<file path="src/rtl/shift_add_multiplier_if.sv">
// ---------------------------------------------------------------------------
// shift_add_multiplier_if
// Purpose : request/result bundle of the shift-add multiplier.
// Signals : start           - begin a multiply (sampled on clk rising edge)
//           signed_mode     - 1 = two's-complement operands, 0 = unsigned
//           multiplicand_in - operand M, WIDTH bits
//           multiplier_in   - operand Q, WIDTH bits
//           busy            - high while the multiplier iterates
//           done            - one-cycle pulse when a result is written
//           product_out     - 2*WIDTH-bit result, held until the next result
// Modports: master drives the request and reads the result; slave is the
//           multiplier itself.
// ---------------------------------------------------------------------------
interface shift_add_multiplier_if #(
  parameter int WIDTH = 8
);
  logic                   start;
  logic                   signed_mode;
  logic [WIDTH-1:0]       multiplicand_in;
  logic [WIDTH-1:0]       multiplier_in;
  logic                   busy;
  logic                   done;
  logic [2*WIDTH-1:0]     product_out;

  modport master (
    output start, signed_mode, multiplicand_in, multiplier_in,
    input  busy, done, product_out
  );

  modport slave (
    input  start, signed_mode, multiplicand_in, multiplier_in,
    output busy, done, product_out
  );
endinterface

</file>
<file path="src/rtl/shift_add_multiplier.sv">
// ---------------------------------------------------------------------------
// shift_add_multiplier
// Purpose : sequential radix-2 shift-and-add multiplier. Signed operands are
//           converted to magnitudes, multiplied unsigned over WIDTH cycles,
//           and the result is negated when the operand signs differ.
// Ports   : clk - clock, rising edge
//           rst - asynchronous active-high reset
//           bus - shift_add_multiplier_if.slave (start, signed_mode,
//                 multiplicand_in, multiplier_in, busy, done, product_out)
// Timing  : start captured at edge 0; WIDTH CALC cycles follow; the result is
//           written and done pulses after edge WIDTH.
// ---------------------------------------------------------------------------
module shift_add_multiplier #(
  parameter int WIDTH = 8
) (
  input  logic                  clk,
  input  logic                  rst,
  shift_add_multiplier_if.slave bus
);

  localparam int CW = $clog2(WIDTH + 1);

  typedef enum logic [1:0] {
    S_IDLE = 2'd0,
    S_CALC = 2'd1,
    S_DONE = 2'd2
  } state_t;

  // Magnitude of a two's-complement value as an unsigned WIDTH-bit number.
  // The most negative value maps to 2^(WIDTH-1), which still fits unsigned.
  function automatic logic [WIDTH-1:0] magnitude(input logic [WIDTH-1:0] v);
    if (v[WIDTH-1]) begin
      magnitude = ~v + {{(WIDTH-1){1'b0}}, 1'b1};
    end else begin
      magnitude = v;
    end
  endfunction

  // Two's-complement negation of a full-width product.
  function automatic logic [2*WIDTH-1:0] negate(input logic [2*WIDTH-1:0] v);
    negate = ~v + {{(2*WIDTH-1){1'b0}}, 1'b1};
  endfunction

  state_t               state_q, state_d;
  logic [WIDTH:0]       a_q, a_d;        // accumulator with carry bit
  logic [WIDTH-1:0]     m_q, m_d;        // multiplicand magnitude
  logic [WIDTH-1:0]     q_q, q_d;        // multiplier, shifted right each cycle
  logic [CW-1:0]        cnt_q, cnt_d;
  logic                 neg_q, neg_d;
  logic [2*WIDTH-1:0]   product_q, product_d;

  logic [WIDTH:0]       sum_s;
  logic [WIDTH:0]       a_next_s;
  logic [WIDTH-1:0]     q_next_s;
  logic [2*WIDTH-1:0]   raw_product_s;

  // One iteration: conditional add into A, then shift {A,Q} right with 0 in.
  always_comb begin
    if (q_q[0]) begin
      sum_s = a_q + {1'b0, m_q};
    end else begin
      sum_s = a_q;
    end
    a_next_s      = {1'b0, sum_s[WIDTH:1]};
    q_next_s      = {sum_s[0], q_q[WIDTH-1:1]};
    raw_product_s = {a_next_s[WIDTH-1:0], q_next_s};
  end

  // Next-state and datapath control.
  always_comb begin
    state_d   = state_q;
    a_d       = a_q;
    m_d       = m_q;
    q_d       = q_q;
    cnt_d     = cnt_q;
    neg_d     = neg_q;
    product_d = product_q;

    case (state_q)
      S_IDLE, S_DONE: begin
        if (bus.start) begin
          state_d = S_CALC;
          a_d     = {(WIDTH+1){1'b0}};
          cnt_d   = {CW{1'b0}};
          if (bus.signed_mode) begin
            m_d   = magnitude(bus.multiplicand_in);
            q_d   = magnitude(bus.multiplier_in);
            neg_d = bus.multiplicand_in[WIDTH-1] ^ bus.multiplier_in[WIDTH-1];
          end else begin
            m_d   = bus.multiplicand_in;
            q_d   = bus.multiplier_in;
            neg_d = 1'b0;
          end
        end else begin
          state_d = S_IDLE;
        end
      end

      // start is deliberately not looked at here: requests while busy are dropped.
      S_CALC: begin
        a_d   = a_next_s;
        q_d   = q_next_s;
        cnt_d = cnt_q + {{(CW-1){1'b0}}, 1'b1};
        if (cnt_q == CW'(WIDTH - 1)) begin
          state_d = S_DONE;
          if (neg_q) begin
            product_d = negate(raw_product_s);
          end else begin
            product_d = raw_product_s;
          end
        end else begin
          state_d = S_CALC;
        end
      end

      default: begin
        state_d = S_IDLE;
      end
    endcase
  end

  // State and datapath registers with asynchronous clear.
  always_ff @(posedge clk or posedge rst) begin
    if (rst) begin
      state_q   <= S_IDLE;
      a_q       <= {(WIDTH+1){1'b0}};
      m_q       <= {WIDTH{1'b0}};
      q_q       <= {WIDTH{1'b0}};
      cnt_q     <= {CW{1'b0}};
      neg_q     <= 1'b0;
      product_q <= {(2*WIDTH){1'b0}};
    end else begin
      state_q   <= state_d;
      a_q       <= a_d;
      m_q       <= m_d;
      q_q       <= q_d;
      cnt_q     <= cnt_d;
      neg_q     <= neg_d;
      product_q <= product_d;
    end
  end

  assign bus.busy        = (state_q == S_CALC);
  assign bus.done        = (state_q == S_DONE);
  assign bus.product_out = product_q;

endmodule

</file>
<file path="src/flat_wrapper.sv">
// flat-port wrapper written by rule: the top's interface ports become plain ports
module shift_add_multiplier_flat 
#(
  parameter int WIDTH = 8
)
  (clk, rst, bus_start, bus_signed_mode, bus_multiplicand_in, bus_multiplier_in, bus_busy, bus_done, bus_product_out);
  shift_add_multiplier_if #(.WIDTH(WIDTH)) bus_i ();
  input  logic clk;
  input  logic rst;
  input wire logic [$bits(bus_i.start)-1:0] bus_start;
  input wire logic [$bits(bus_i.signed_mode)-1:0] bus_signed_mode;
  input wire logic [$bits(bus_i.multiplicand_in)-1:0] bus_multiplicand_in;
  input wire logic [$bits(bus_i.multiplier_in)-1:0] bus_multiplier_in;
  output wire logic [$bits(bus_i.busy)-1:0] bus_busy;
  output wire logic [$bits(bus_i.done)-1:0] bus_done;
  output wire logic [$bits(bus_i.product_out)-1:0] bus_product_out;
  assign bus_i.start = bus_start;
  assign bus_i.signed_mode = bus_signed_mode;
  assign bus_i.multiplicand_in = bus_multiplicand_in;
  assign bus_i.multiplier_in = bus_multiplier_in;
  assign bus_busy = bus_i.busy;
  assign bus_done = bus_i.done;
  assign bus_product_out = bus_i.product_out;
  shift_add_multiplier #(.WIDTH(WIDTH)) u_core (.clk(clk), .rst(rst), .bus(bus_i));
endmodule
</file>
<file path="config.mk">
export PLATFORM = sky130hd
export DESIGN_NAME = shift_add_multiplier_flat
export DESIGN_NICKNAME = d
export VERILOG_FILES = /design/src/rtl/shift_add_multiplier_if.sv /design/src/rtl/shift_add_multiplier.sv /design/src/flat_wrapper.sv
export SDC_FILE = /design/constraint.sdc
export NUM_CORES = 1
export LEC_CHECK = 0
export CORE_AREA = 2 2 73 75
export CTS_CLUSTER_SIZE = 16
export DETAILED_ROUTE_END_ITERATION = 6
export DIE_AREA = 0 0 75 77
export GPL_TIMING_DRIVEN = 1
export PLACE_DENSITY = 0.88
export SLEW_MARGIN = 20
export SYNTH_ARGS = -nofsm -noshare
export SYNTH_HDL_FRONTEND = slang
export SYNTH_SLANG_ARGS = --single-unit
</file>
<file path="constraint.sdc">
create_clock -name clk -period 5 [get_ports clk]
set_input_delay 1 -clock clk [delete_from_list [all_inputs] [get_ports clk]]
set_output_delay 1 -clock clk [all_outputs]
set_load 0.01 [all_outputs]
</file>
==> design notes, run 1 <==
The run finished with clean final reports. The critical path contains buffers and inverters numbering 2 combined. Post-layout minimum cycle time: 3.15 ns.

Summed over all layers, the global routing overflow is 0. Part of the total power dissipated in the clock network: 0.114. The script parses the final routing iteration and logs DRC violations as 0.

Post-synth area from yosys stat: 2890 sq um. By instance count after routing, the leading logic cell type is nand2_1. The startpoint of the worst setup timing path was u_core.state_q[1]$_DFF_PP0_. The global routing met1 resource utilization is 0.315. Counting flops with a built-in enable in the synthesized netlist gives 0. The share of flip-flops with an asynchronous set or reset after synthesis is 1.00. The initial antenna violation count is 0. The basic-gate share of the synthesized area counting and, or, nand and nor cells works out to 0.195. With the tally of non-filler cells in the final layout at 421, the number of violations reported at the end of detailed-routing iteration 0 is 93. The run gives 0.252 mV as the peak supply drop.

The arrival time of the worst setup path is 2.15 ns, and the non-clock buffer area fraction after layout is 0.112. The capturing instance or port of the critical path is bus_busy. TritonCTS built the clock tree. The tool warning count works out to 26.

In the routed layout, each cell is associated on average with a via count of 5.69. The fraction of synthesized cell area in xor and xnor cells was 0.0789. According to the floorplan report, the placeable core area is 4980 sq um.

Combinational gate count: 245. The floorplan has 26 rows. The average wire per standard cell is 14.3 um, and the stage delay of the slowest cell on the critical path is 0.63 ns. The top cell types in the final layout, fill and taps aside, are 51 x nand2_1, 47 x dfrtp_1, 37 x clkdlybuf4s50_1. Per the OpenROAD timing report, the critical path contains 3 cells.

Yosys stat counts 316 cells in the synthesized netlist. Entering global routing, the biggest net connects 48 pins. Summed over all nets, the switching power comes to 950 uW.

The kind of cell with the highest combined delay on the critical path is buffers and inverters. Yosys reports that the most numerous cell types are 51 x nand2_1, 47 x dfrtp_1, 35 x o21ai_0. In this run the cell area measured after placement is 3270 sq um. The repair_antennas step left the layout with diodes totalling 0. The total setup buffers inserted after CTS was 0; the count of inverters not on the clock network in the layout was 13. The logs give 0.459 for the relative slew slack and 10600 um for the first-pass GRT wire length. The net count after synthesis is 349, and the insertion delay of the later-clocked pin in the worst-skew pair is 0.31 ns.

Per the timing report, the most critical flop-to-flop path originates at u_core.a_q[0]$_DFFE_PP0P_. For this run, the detailed router's first-pass iteration total came to 4. Based on the critical path, the design can be clocked at up to 318 MHz. With the number of filler cells placed in the layout at 408, the antenna violation net count after detailed routing is 0. The multiplexer share of the synthesized area was 0.0173.

Summing all multi-input logic gate instances after layout gives 1580 sq um. The critical path launch point type is a register. After synthesis the netlist holds a flip-flop and latch count of 47. At the pin with the least slew margin, the transition time is 0.812 ns. The standard cell with the maximum stage delay on the critical path is clkdlybuf4s50_1. The tools report the worst hold slack after final layout as 0.484 ns. The final period utilization was 0.629. The number of clock sinks came to 47.

With the met2 track demand over resource at 0.375, the net total in the final layout is 383. The run gives 0.469 for the combinational share of cell area. The overall power after layout came out at 2160 uW. The top logic cell family in the synthesized netlist was AND-OR/OR-AND gates.

Top power group: combinational cells. The post-synthesis instance area is 2890 sq um. The worst setup path is captured at a primary output. The detailed router reports a met2 wire length of 2950 um. The required time at the endpoint of the critical path was 4.00 ns; the maximum count of clock buffers along a single path was 2. For the number of top-level pins, the log shows 38.

The run gives 0.536 for the relative contribution of combinational cells to total power. The tools report the final tally of hold violations as 0. After its last routability iteration, the placer logged a weighted congestion of 0.885. In the final layout, flip-flops and latches occupy 1180 sq um.

The non-clock buffer total of the final layout is 38. The cell class with the largest area share was combinational gates. The worst setup skew after layout is 0.0124 ns, and the number of H-tree levels is 2. The most used flip-flop cell after synthesis is dfrtp_1.

The tools report the via count of the first global-routing pass as 2334. The synthesized-area fraction occupied by adder cells is 0.0589, and the setup total negative slack is 0 ns. Clock-cell share of area: 0.0293. Clock tree synthesis selected as its root buffer the cell clkbuf_8. Counting the warning lines in the Yosys log gives 0. The register with the most flip-flops in the layout has 16 of them.

The critical path goes through nand2b_1, inv_1, clkdlybuf4s50_1. The share of power burned in registers came out at 0.350. The all-layer global routing usage came out at 0.236. The run gives 756 uW as the power drawn by the sequential cells.
==> run_1/logic_types.png <==
Bar = 20 um.
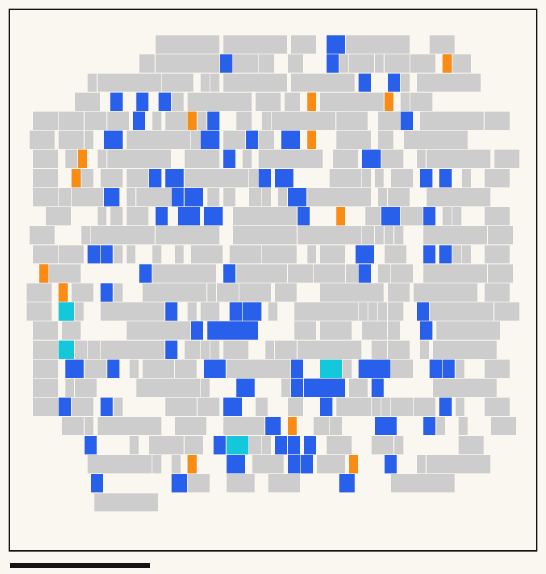
blue -> aoi and oai cells  # cells 81, most used o21ai_0
cyan -> and/or cells  # cells 4
orange -> inv cells  # cells 13, most used inv_1, where widely spread

==> run_1/wires.png <==
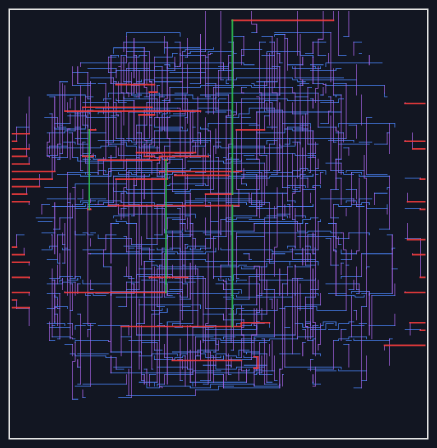
purple -> metal 2  # wire length 2950 um
green -> metal 4  # wire length 91.1 um
blue -> metal 1  # wire length 2660 um
red -> metal 3  # wire length 324 um

==> run_1/flops_by_reg.png <==
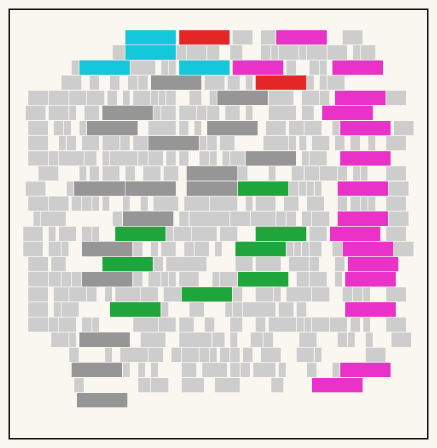
green -> `u_core.a_q`  # placed flops 8, where middle
red -> `u_core.state_q`  # placed flops 2
cyan -> `u_core.cnt_q`  # placed flops 4
magenta -> `u_core.bus.product_out`  # placed flops 16
not colored = 17

==> inputs of run 2 (changes only) <==
--- a/config.mk
+++ b/config.mk
@@ -5,12 +5,12 @@
 export SDC_FILE = /design/constraint.sdc
 export NUM_CORES = 1
 export LEC_CHECK = 0
-export CORE_AREA = 2 2 73 75
+export CORE_AREA = 2 2 79 81
 export CTS_CLUSTER_SIZE = 16
 export DETAILED_ROUTE_END_ITERATION = 6
-export DIE_AREA = 0 0 75 77
+export DIE_AREA = 0 0 81 83
 export GPL_TIMING_DRIVEN = 1
-export PLACE_DENSITY = 0.88
+export PLACE_DENSITY = 0.8
 export SLEW_MARGIN = 20
 export SYNTH_ARGS = -nofsm -noshare
 export SYNTH_HDL_FRONTEND = slang
==> constraint.sdc (replaced) <==
create_clock -name clk -period 2.85 [get_ports clk]
set_input_delay 0.57 -clock clk [delete_from_list [all_inputs] [get_ports clk]]
set_output_delay 0.57 -clock clk [all_outputs]
set_load 0.01 [all_outputs]
==> run_2/clocks.png <==
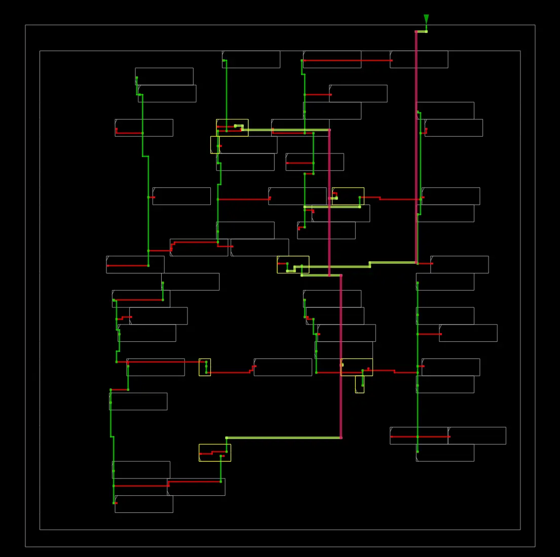
clock net sink count: 47
final setup skew: 0.00770 ns
Num CTS Buffers: 5

==> run_2/io_placement.png <==
Pins as bars across the die edge, other pins in gray.
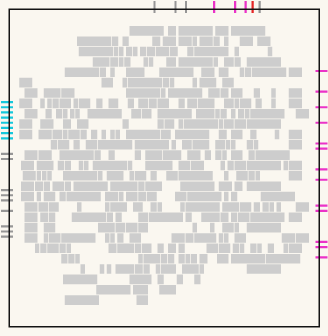
cyan -> `bus_multiplier_in`  # pins 8, direction input, edge left
red -> `clk`  # pins 1, direction input, edge top
magenta -> `bus_product_out`  # pins 16, direction output, edge 13 right, 3 top
all pins by edge = 17 left, 13 right, 8 top

==> run 2 against run 1 <==
Routed wire length fell by 3.7%. Clock-buffer cell count rose by 1. Clock skew fell by 0.0047 ns. Critical path depth rose by 6. Final area rose by 0.11%. Largest cell class unchanged. Highest routed layer unchanged.
==> design notes, run 2 <==
Counting instances in the post-synthesis netlist gives the leading cell types as 51 x nand2_1, 47 x dfrtp_1, 35 x o21ai_0. Stage delay of the slowest cell on the critical path: 0.43 ns (-0.20 ns). For the number of filler cells placed in the layout, the log shows 518 (+27%). The flip-flop count of the largest register after layout was 16 (unchanged).

The tools report the weighted congestion at the end of routability-driven global placement as 0.848 (-4.2%). The final global-route overflow total was 0 (unchanged); the number of register bits inferred by synthesis was 47 (unchanged). Standard cell core area: 5820 sq um (+17%).

The run finished with clean final reports. The top power group was combinational cells. The post-detailed-route via-to-cell ratio was 5.56 (-2.2%); the non-clock buffer area fraction after layout was 0.117 (+0.00433). The count of synthesis-stage warnings from yosys was 0 (unchanged).

The setup total negative slack is 0 ns (unchanged). For the footprint of the multi-input gates, the log shows 1580 sq um (unchanged). The all-layer global routing usage is 0.189 (-0.0463). The relative slew slack is 0.486 (+0.0270).

The tools report the antenna cell count as 0 (unchanged). The cell class with the largest area share was combinational gates. The most common logic cell in the final layout is nand2_1. For the combinational gate count, the log shows 245 (unchanged). Walking the worst path, the cells encountered are ha_1, fa_1, a211oi_1, nor3_1, nor3_2, nand2_2, o31ai_2, xor2_1, o21ai_1.

The clock-cell share of area is 0.0241 (-0.00523), and the post-synthesis instance area is 2890 sq um (unchanged). The kind of cell with the highest combined delay on the critical path is AND-OR/OR-AND gates. With the final tally of hold violations at 0 (unchanged), the non-clock buffer total of the final layout is 40 (+5.3%).

The critical path launch point type is a register. Tool warning count: 26 (unchanged). The largest net degree at the start of global routing is 31 (-35%). For the power drawn by the sequential cells, the log shows 1310 uW (+73%). The tools report the wire length on met2 as 2680 um (-9.0%).

The run gives 28 (+7.7%) as the row count. The critical path depth in cells works out to 9 (+6). The number of enable-type register cells in the synthesized netlist was 0 (unchanged). In this run the clock root is driven by a clkbuf_8. With the number of H-tree levels at 2 (unchanged), the average wire per standard cell is 13.5 um (-5.3%). Among the non-sequential cells, AND-OR/OR-AND gates take the most area. The maximum count of clock buffers along a single path came out at 2 (unchanged). The global routing met1 resource utilization is 0.258 (-0.0572), and the post-synth area from yosys stat is 2890 sq um (unchanged).

The count of inverters not on the clock network in the layout was 13 (unchanged); the fraction of synthesized cell area in xor and xnor cells was 0.0789 (unchanged). The run gives 10000 um (-5.6%) as the first-pass GRT wire length. The length of the first detailed-routing pass in iterations was 4 (unchanged); the number of violations reported at the end of detailed-routing iteration 0 was 150 (+61%).

The met2 track demand over resource came out at 0.297 (-0.0787). The multiplexer share of the synthesized area came out at 0.0173 (unchanged). Per STA, the endpoint of the critical path is u_core.bus.product_out[15]$_DFFE_PP0P_. The via count of the first global-routing pass was 2192 (-6.1%); the net total in the final layout was 385 (+0.52%).

The run gives 1620 uW (+70%) as the net switching power of the design. The insertion delay of the later-clocked pin in the worst-skew pair was 0.30 ns (about the same); the synthesized-area fraction occupied by adder cells was 0.0589 (unchanged). The share of power burned in registers was 0.352 (+0.002).

The run gives 0.104 (-0.010) as the part of the total power dissipated in the clock network. The run gives 3.03 ns (-0.97 ns) for the required time at the endpoint of the critical path. Peak supply drop: 0.409 mV (+62%).
No activity file was given, so power comes from the tool's default toggle rates.
